`src/rtl/acl_command_arbiter.sv`:
```
// Two-requester round-robin arbiter in front of the PMOD ACL2 driver command port.
// Soft-reset requests win arbitration; a watchdog aborts stalled driver handshakes.
module acl_command_arbiter #(
    parameter int unsigned PARM_TIMEOUT_CYCLES = 2_000_000
) (
    input  logic       i_clk_20mhz,
    input  logic       i_rst_20mhz,
    input  logic       i_acl_command_ready,
    input  logic       i_a_cmd_valid,
    input  logic [2:0] i_a_cmd,
    input  logic       i_b_cmd_valid,
    input  logic [2:0] i_b_cmd,
    output logic       o_a_cmd_done,
    output logic       o_b_cmd_done,
    output logic       o_a_cmd_err,
    output logic       o_b_cmd_err,
    output logic       o_acl_cmd_init_measur_mode,
    output logic       o_acl_cmd_start_measur_mode,
    output logic       o_acl_cmd_init_linked_mode,
    output logic       o_acl_cmd_start_linked_mode,
    output logic       o_acl_cmd_soft_reset,
    output logic       o_grant_b,
    output logic       o_busy,
    output logic       o_timeout_err
);

    localparam logic [2:0]  CMD_SOFT_RESET = 3'd5;
    localparam logic [23:0] WDOG_LAST      = 24'(PARM_TIMEOUT_CYCLES - 1);

    typedef enum logic [2:0] {
        S_IDLE, S_ISSUE, S_WAIT_DONE, S_RST_HOLD, S_DONE, S_RECOVER
    } state_t;

    typedef struct packed {
        logic       valid;
        logic [2:0] cmd;
    } req_t;

    // One-hot driver level per command code: {soft_rst, start_lnk, init_lnk, start_meas, init_meas}
    function automatic logic [4:0] cmd_level(input logic [2:0] cmd);
        case (cmd)
            3'd1:    cmd_level = 5'b00001;
            3'd2:    cmd_level = 5'b00010;
            3'd3:    cmd_level = 5'b00100;
            3'd4:    cmd_level = 5'b01000;
            3'd5:    cmd_level = 5'b10000;
            default: cmd_level = 5'b00000;
        endcase
    endfunction

    state_t      state_q, state_d;
    logic [2:0]  cmd_q, cmd_d;
    logic        grant_b_q, grant_b_d;
    logic        last_b_q, last_b_d;
    logic        err_flag_q, err_flag_d;
    logic [23:0] wdog_q, wdog_d;
    logic [4:0]  lvl_q, lvl_d;
    logic        done_a_q, done_a_d, done_b_q, done_b_d;
    logic        err_a_q, err_a_d, err_b_q, err_b_d;
    logic        busy_q, busy_d;
    logic        tmo_q, tmo_d;

    req_t        req_a, req_b;
    logic        a_soft, b_soft, win_b, go_done, timeout, wdog_expired;
    logic [2:0]  win_cmd;

    assign req_a = '{valid: i_a_cmd_valid, cmd: i_a_cmd};
    assign req_b = '{valid: i_b_cmd_valid, cmd: i_b_cmd};
    assign a_soft = req_a.valid && (req_a.cmd == CMD_SOFT_RESET);
    assign b_soft = req_b.valid && (req_b.cmd == CMD_SOFT_RESET);
    assign wdog_expired = (wdog_q == WDOG_LAST);

    // Soft reset outranks ordinary commands; equal rank goes to whoever was not served last.
    always_comb begin
        win_b = req_b.valid;
        if (a_soft != b_soft)
            win_b = b_soft;
        else if (req_a.valid && req_b.valid)
            win_b = !last_b_q;
        win_cmd = win_b ? req_b.cmd : req_a.cmd;
    end

    always_comb begin
        state_d    = state_q;
        cmd_d      = cmd_q;
        grant_b_d  = grant_b_q;
        last_b_d   = last_b_q;
        err_flag_d = err_flag_q;
        wdog_d     = wdog_q + 24'd1;
        lvl_d      = '0;
        done_a_d   = 1'b0;
        done_b_d   = 1'b0;
        err_a_d    = 1'b0;
        err_b_d    = 1'b0;
        tmo_d      = tmo_q;
        go_done    = 1'b0;
        timeout    = 1'b0;

        case (state_q)
            S_IDLE: begin
                wdog_d = '0;
                if (i_acl_command_ready && (req_a.valid || req_b.valid)) begin
                    grant_b_d  = win_b;
                    last_b_d   = win_b;
                    cmd_d      = win_cmd;
                    err_flag_d = 1'b0;
                    if (win_cmd == CMD_SOFT_RESET) begin
                        state_d = S_RST_HOLD;
                        lvl_d   = cmd_level(win_cmd);
                    end else if (win_cmd != 3'd0 && win_cmd < CMD_SOFT_RESET) begin
                        state_d = S_ISSUE;
                        lvl_d   = cmd_level(win_cmd);
                    end else begin
                        err_flag_d = 1'b1;
                        go_done    = 1'b1;
                    end
                end
            end
            S_ISSUE: begin
                if (!i_acl_command_ready) begin
                    state_d = S_WAIT_DONE;
                    wdog_d  = '0;
                end else if (wdog_expired) begin
                    timeout = 1'b1;
                end else begin
                    lvl_d = cmd_level(cmd_q);
                end
            end
            S_WAIT_DONE: begin
                if (i_acl_command_ready)
                    go_done = 1'b1;
                else if (wdog_expired)
                    timeout = 1'b1;
            end
            S_RST_HOLD: begin
                // Nonzero count guarantees the level was held for at least two cycles.
                if (i_acl_command_ready && wdog_q != '0)
                    go_done = 1'b1;
                else if (wdog_expired)
                    timeout = 1'b1;
                else
                    lvl_d = cmd_level(CMD_SOFT_RESET);
            end
            S_DONE: begin
                state_d = S_IDLE;
                wdog_d  = '0;
            end
            S_RECOVER: begin
                wdog_d = '0;
                if (i_acl_command_ready)
                    go_done = 1'b1;
            end
            default: begin
                state_d = S_IDLE;
                wdog_d  = '0;
            end
        endcase

        if (timeout) begin
            tmo_d      = 1'b1;
            err_flag_d = 1'b1;
            lvl_d      = '0;
            if (i_acl_command_ready)
                go_done = 1'b1;
            else
                state_d = S_RECOVER;
        end

        if (go_done) begin
            state_d  = S_DONE;
            done_a_d = !grant_b_d;
            done_b_d = grant_b_d;
            err_a_d  = !grant_b_d && err_flag_d;
            err_b_d  = grant_b_d && err_flag_d;
        end

        busy_d = (state_d != S_IDLE);
    end

    always_ff @(posedge i_clk_20mhz) begin
        if (i_rst_20mhz) begin
            state_q    <= S_IDLE;
            cmd_q      <= '0;
            grant_b_q  <= 1'b0;
            last_b_q   <= 1'b1;
            err_flag_q <= 1'b0;
            wdog_q     <= '0;
            lvl_q      <= '0;
            done_a_q   <= 1'b0;
            done_b_q   <= 1'b0;
            err_a_q    <= 1'b0;
            err_b_q    <= 1'b0;
            busy_q     <= 1'b0;
            tmo_q      <= 1'b0;
        end else begin
            state_q    <= state_d;
            cmd_q      <= cmd_d;
            grant_b_q  <= grant_b_d;
            last_b_q   <= last_b_d;
            err_flag_q <= err_flag_d;
            wdog_q     <= wdog_d;
            lvl_q      <= lvl_d;
            done_a_q   <= done_a_d;
            done_b_q   <= done_b_d;
            err_a_q    <= err_a_d;
            err_b_q    <= err_b_d;
            busy_q     <= busy_d;
            tmo_q      <= tmo_d;
        end
    end

    assign o_acl_cmd_init_measur_mode  = lvl_q[0];
    assign o_acl_cmd_start_measur_mode = lvl_q[1];
    assign o_acl_cmd_init_linked_mode  = lvl_q[2];
    assign o_acl_cmd_start_linked_mode = lvl_q[3];
    assign o_acl_cmd_soft_reset        = lvl_q[4];
    assign o_a_cmd_done                = done_a_q;
    assign o_b_cmd_done                = done_b_q;
    assign o_a_cmd_err                 = err_a_q;
    assign o_b_cmd_err                 = err_b_q;
    assign o_grant_b                   = grant_b_q;
    assign o_busy                      = busy_q;
    assign o_timeout_err               = tmo_q;

endmodule

```
`config.mk`:
```
export PLATFORM = sky130hd
export DESIGN_NAME = acl_command_arbiter
export DESIGN_NICKNAME = d
export VERILOG_FILES = /design/src/rtl/acl_command_arbiter.sv
export SDC_FILE = /design/constraint.sdc
export NUM_CORES = 1
export LEC_CHECK = 0
export CAP_MARGIN = 20
export CORE_MARGIN = 1
export CORE_UTILIZATION = 56
export DETAILED_ROUTE_END_ITERATION = 16
export PLACE_DENSITY_LB_ADDON = 0.25
export SYNTH_ARGS = -nofsm -noshare
export SYNTH_HDL_FRONTEND = slang
export SYNTH_SLANG_ARGS = --single-unit
```
`constraint.sdc`:
```
create_clock -name i_clk_20mhz -period 3.1 [get_ports i_clk_20mhz]
set_clock_uncertainty 0.15 [all_clocks]
set_input_delay 0.775 -clock i_clk_20mhz [delete_from_list [all_inputs] [get_ports i_clk_20mhz]]
set_output_delay 0.775 -clock i_clk_20mhz [all_outputs]
set_load 0.005 [all_outputs]
```
==> impl_results.html <==
<h2>Synthesis and place &amp; route</h2>
<table>
<tr><th>Metric</th><th>Value</th></tr>
<tr><th colspan="2">STA</th></tr>
<tr><td>Slew Viols, Final</td><td>0</td></tr>
<tr><td>Slew at the pin closest to its max-slew limit</td><td>490.5 ps</td></tr>
<tr><td>Post-route worst hold slack</td><td>311.4 ps</td></tr>
<tr><td>Setup repair after global routing missed its margin</td><td>false</td></tr>
<tr><td>Total setup violations reported at the end of the flow</td><td>0</td></tr>
<tr><td>Crit share post-route</td><td>0.9474</td></tr>
<tr><th colspan="2">Drt</th></tr>
<tr><td>Routed met1 length</td><td>2572 microns</td></tr>
<tr><td>Detailed Route Iter0 Violations</td><td>140</td></tr>
<tr><td>DRT Pass-1 Iters</td><td>4</td></tr>
<tr><td>Via count of the routed design</td><td>2036</td></tr>
<tr><td>Max Used Layer</td><td>met4</td></tr>
<tr><td>Number of design rule violations left after detail routing</td><td>0</td></tr>
<tr><td>Routed wl met2</td><td>2116 microns</td></tr>
<tr><th colspan="2">Cells and area</th></tr>
<tr><td>Non-clk invs</td><td>15</td></tr>
<tr><td>Register share of the cell area</td><td>0.3223</td></tr>
<tr><td>Fraction of layout cells with a size suffix above 1</td><td>0.1443</td></tr>
<tr><td>Biggest register</td><td>wdog_q</td></tr>
<tr><td>Most frequent logic cell in the layout</td><td>sky130_fd_sc_hd__dfxtp_1</td></tr>
<tr><td>Footprint of the multi-input gates</td><td>1274 sq um</td></tr>
<tr><td>Layout Area Growth over Synthesis</td><td>20.13%</td></tr>
<tr><td>Number of flip-flops under the largest register name</td><td>24</td></tr>
<tr><td>Largest area class, layout</td><td>logic gates</td></tr>
<tr><td>Top library cells by usage in the layout, fill and taps aside</td><td>44 x sky130_fd_sc_hd__dfxtp_1, 36 x sky130_fd_sc_hd__nor2_1, 22 x sky130_fd_sc_hd__clkdlybuf4s50_1, 21 x sky130_fd_sc_hd__nand2_1, 16 x sky130_fd_sc_hd__buf_4</td></tr>
<tr><td>Multi-input gate share of total cell area</td><td>0.4661</td></tr>
<tr><td>Net count of the finished layout</td><td>317</td></tr>
<tr><td>Final design utilization</td><td>0.7246</td></tr>
<tr><td>Flip-flop and latch count</td><td>44</td></tr>
<tr><td>Area taken by flip-flops and latches</td><td>880.8 sq um</td></tr>
<tr><td>Registers with the highest flip-flop counts</td><td>wdog_q x24, lvl_q x5</td></tr>
<tr><th colspan="2">Critical path</th></tr>
<tr><td>Worst Setup SP</td><td>i_b_cmd[2]</td></tr>
<tr><td>R2R Path End</td><td>lvl_q[4]</td></tr>
<tr><td>Data required time at the worst endpoint</td><td>3140 ps</td></tr>
<tr><td>Cell count along the critical path</td><td>7</td></tr>
<tr><td>Family with the most delay on the worst path</td><td>AND-OR/OR-AND gates</td></tr>
<tr><td>Kind of end point of the critical path</td><td>flop</td></tr>
<tr><td>Worst EP arrival</td><td>2980 ps</td></tr>
<tr><td>Standard cell with the maximum stage delay on the critical path</td><td>sky130_fd_sc_hd__clkdlybuf4s50_1</td></tr>
<tr><td>Worst R2R Setup Slack</td><td>700 ps</td></tr>
<tr><td>Critical path type</td><td>in -&gt; reg</td></tr>
<tr><td>Critical path peak fanout</td><td>3</td></tr>
<tr><td>Critical path endpoint</td><td>o_b_cmd_err</td></tr>
<tr><td>Worst Setup Start Kind</td><td>input pin</td></tr>
<tr><td>Series of cell instances along the critical path</td><td>clkdlybuf4s50_1 &gt; or2b_2 &gt; o221ai_4 &gt; mux2_2 &gt; a211oi_1 &gt; o21a_1 &gt; nor3_1</td></tr>
<tr><td>CP bufs+invs</td><td>1</td></tr>
<tr><th colspan="2">Synth</th></tr>
<tr><td>Share of the yosys chip area belonging to registers</td><td>0.3872</td></tr>
<tr><td>XOR/XNOR share of the synthesized area</td><td>0.05776</td></tr>
<tr><td>Post-synthesis instance total</td><td>270</td></tr>
<tr><td>Post-Synthesis Mean Instance Area</td><td>8.425 sq um</td></tr>
<tr><td>Number of register bits inferred by synthesis</td><td>44</td></tr>
<tr><td>Synthesized net count</td><td>283</td></tr>
<tr><td>Main area contributors</td><td>sky130_fd_sc_hd__dfxtp_1 39%, sky130_fd_sc_hd__nor2_1 5.9%, sky130_fd_sc_hd__nand2_1 3.5%</td></tr>
<tr><td>Total of warnings raised by yosys</td><td>0</td></tr>
<tr><td>Synthesized-area fraction occupied by ao, oa, aoi and oai cells</td><td>0.1634</td></tr>
<tr><td>Cell variety after synth</td><td>58</td></tr>
<tr><td>Area fraction in and, or, nand and nor cells after synthesis</td><td>0.3091</td></tr>
<tr><td>Main synth FF type</td><td>sky130_fd_sc_hd__dfxtp_1</td></tr>
<tr><td>Mux frac, synth</td><td>0.01870</td></tr>
<tr><th colspan="2">Power and ir drop</th></tr>
<tr><td>Clock net power</td><td>0.470 mW</td></tr>
<tr><td>Maximum vdd drop</td><td>0.3823 mV</td></tr>
<tr><td>Share of power burned in registers</td><td>0.472</td></tr>
<tr><td>Switching Fraction</td><td>0.2591</td></tr>
<tr><td>Sequential Power</td><td>0.605 mW</td></tr>
<tr><td>Clock share of power</td><td>0.366</td></tr>
<tr><th colspan="2">Hold path</th></tr>
<tr><td>Endpoint with the worst hold slack</td><td>o_timeout_err</td></tr>
<tr><td>Startpoint of the most critical hold path</td><td>o_timeout_err</td></tr>
<tr><td>Worst hold path type</td><td>reg -&gt; reg</td></tr>
<tr><th colspan="2">Die</th></tr>
<tr><td>Fp_density</td><td>0.6032</td></tr>
<tr><td>I/O pin count</td><td>23</td></tr>
<tr><td>Die Span X</td><td>65.74 microns</td></tr>
<tr><td>Chip Footprint</td><td>4321 sq um</td></tr>
<tr><td>Number of well taps</td><td>48</td></tr>
<tr><th colspan="2">Outcome</th></tr>
<tr><td>Status</td><td>completed</td></tr>
<tr><th colspan="2">Clock network</th></tr>
<tr><td>Number of setup buffers added after CTS</td><td>0</td></tr>
<tr><td>Clock sink count</td><td>44</td></tr>
<tr><td>Clock buffer count from CTS</td><td>5</td></tr>
<tr><td>Buffer cell driving the clock tree root</td><td>sky130_fd_sc_hd__clkbuf_8</td></tr>
<tr><td>Clock tree from TritonCTS</td><td>yes</td></tr>
<tr><td>Hold-fix buffers at CTS</td><td>0</td></tr>
<tr><td>CTS Buffer Depth</td><td>2</td></tr>
<tr><th colspan="2">Run</th></tr>
<tr><td>Tool Warnings</td><td>27</td></tr>
<tr><td>Max-cap violation count</td><td>0</td></tr>
<tr><th colspan="2">Place</th></tr>
<tr><td>Cell Count Post-Placement</td><td>345</td></tr>
<tr><td>Area after detailed placement</td><td>2611 sq um</td></tr>
<tr><th colspan="2">GRT</th></tr>
<tr><td>Via count of the first global-routing pass</td><td>1878</td></tr>
<tr><td>Largest net degree at the start of global routing</td><td>24</td></tr>
<tr><td>Remaining global-route overflow</td><td>0</td></tr>
<tr><td>GR met3 Demand/Resource</td><td>0.05382</td></tr>
</table>
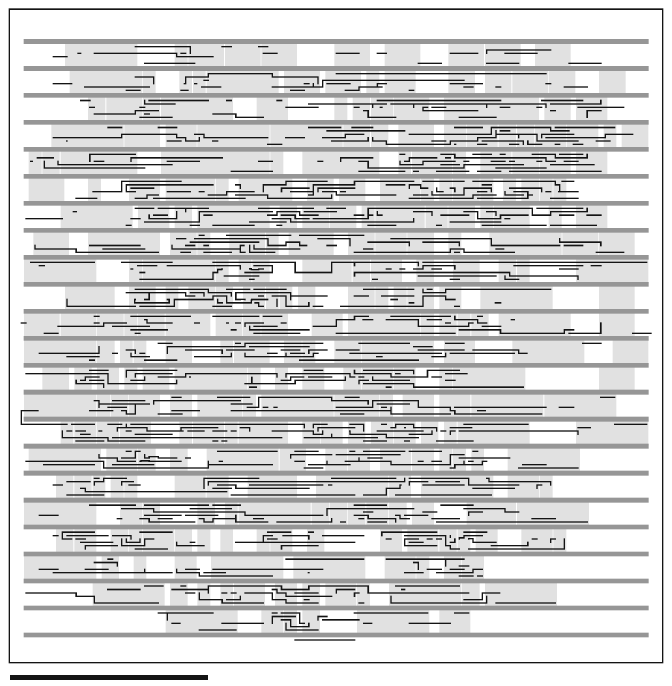
**Above:** signal wires on met1.
The bar under the picture is 20 microns long. Supply wires on this layer in gray.
share of all routed wire = 52%
nets with wire on the layer = 297

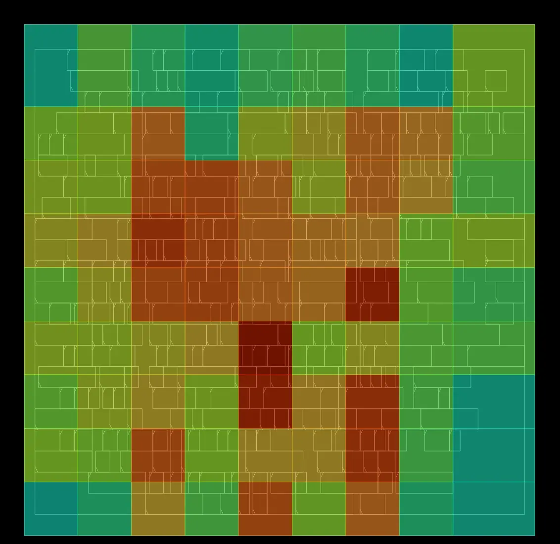
**Above:** routing congestion.
Most Used Layer, Global Route: met2
GR Layer Usage met1: 0.3708
Total GRT Usage: 0.2609
final routed wire length divided by cell count: 14.00 microns

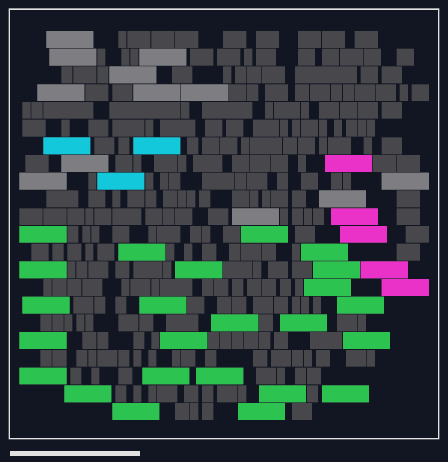
**Above:** where the registers sit.
The bar under the picture is 20 microns long.
cyan -> state_q  # placed flops 3
magenta -> lvl_q  # placed flops 5, where east
green -> wdog_q  # placed flops 24
not colored = 12

Power and IR drop assume default switching activity.
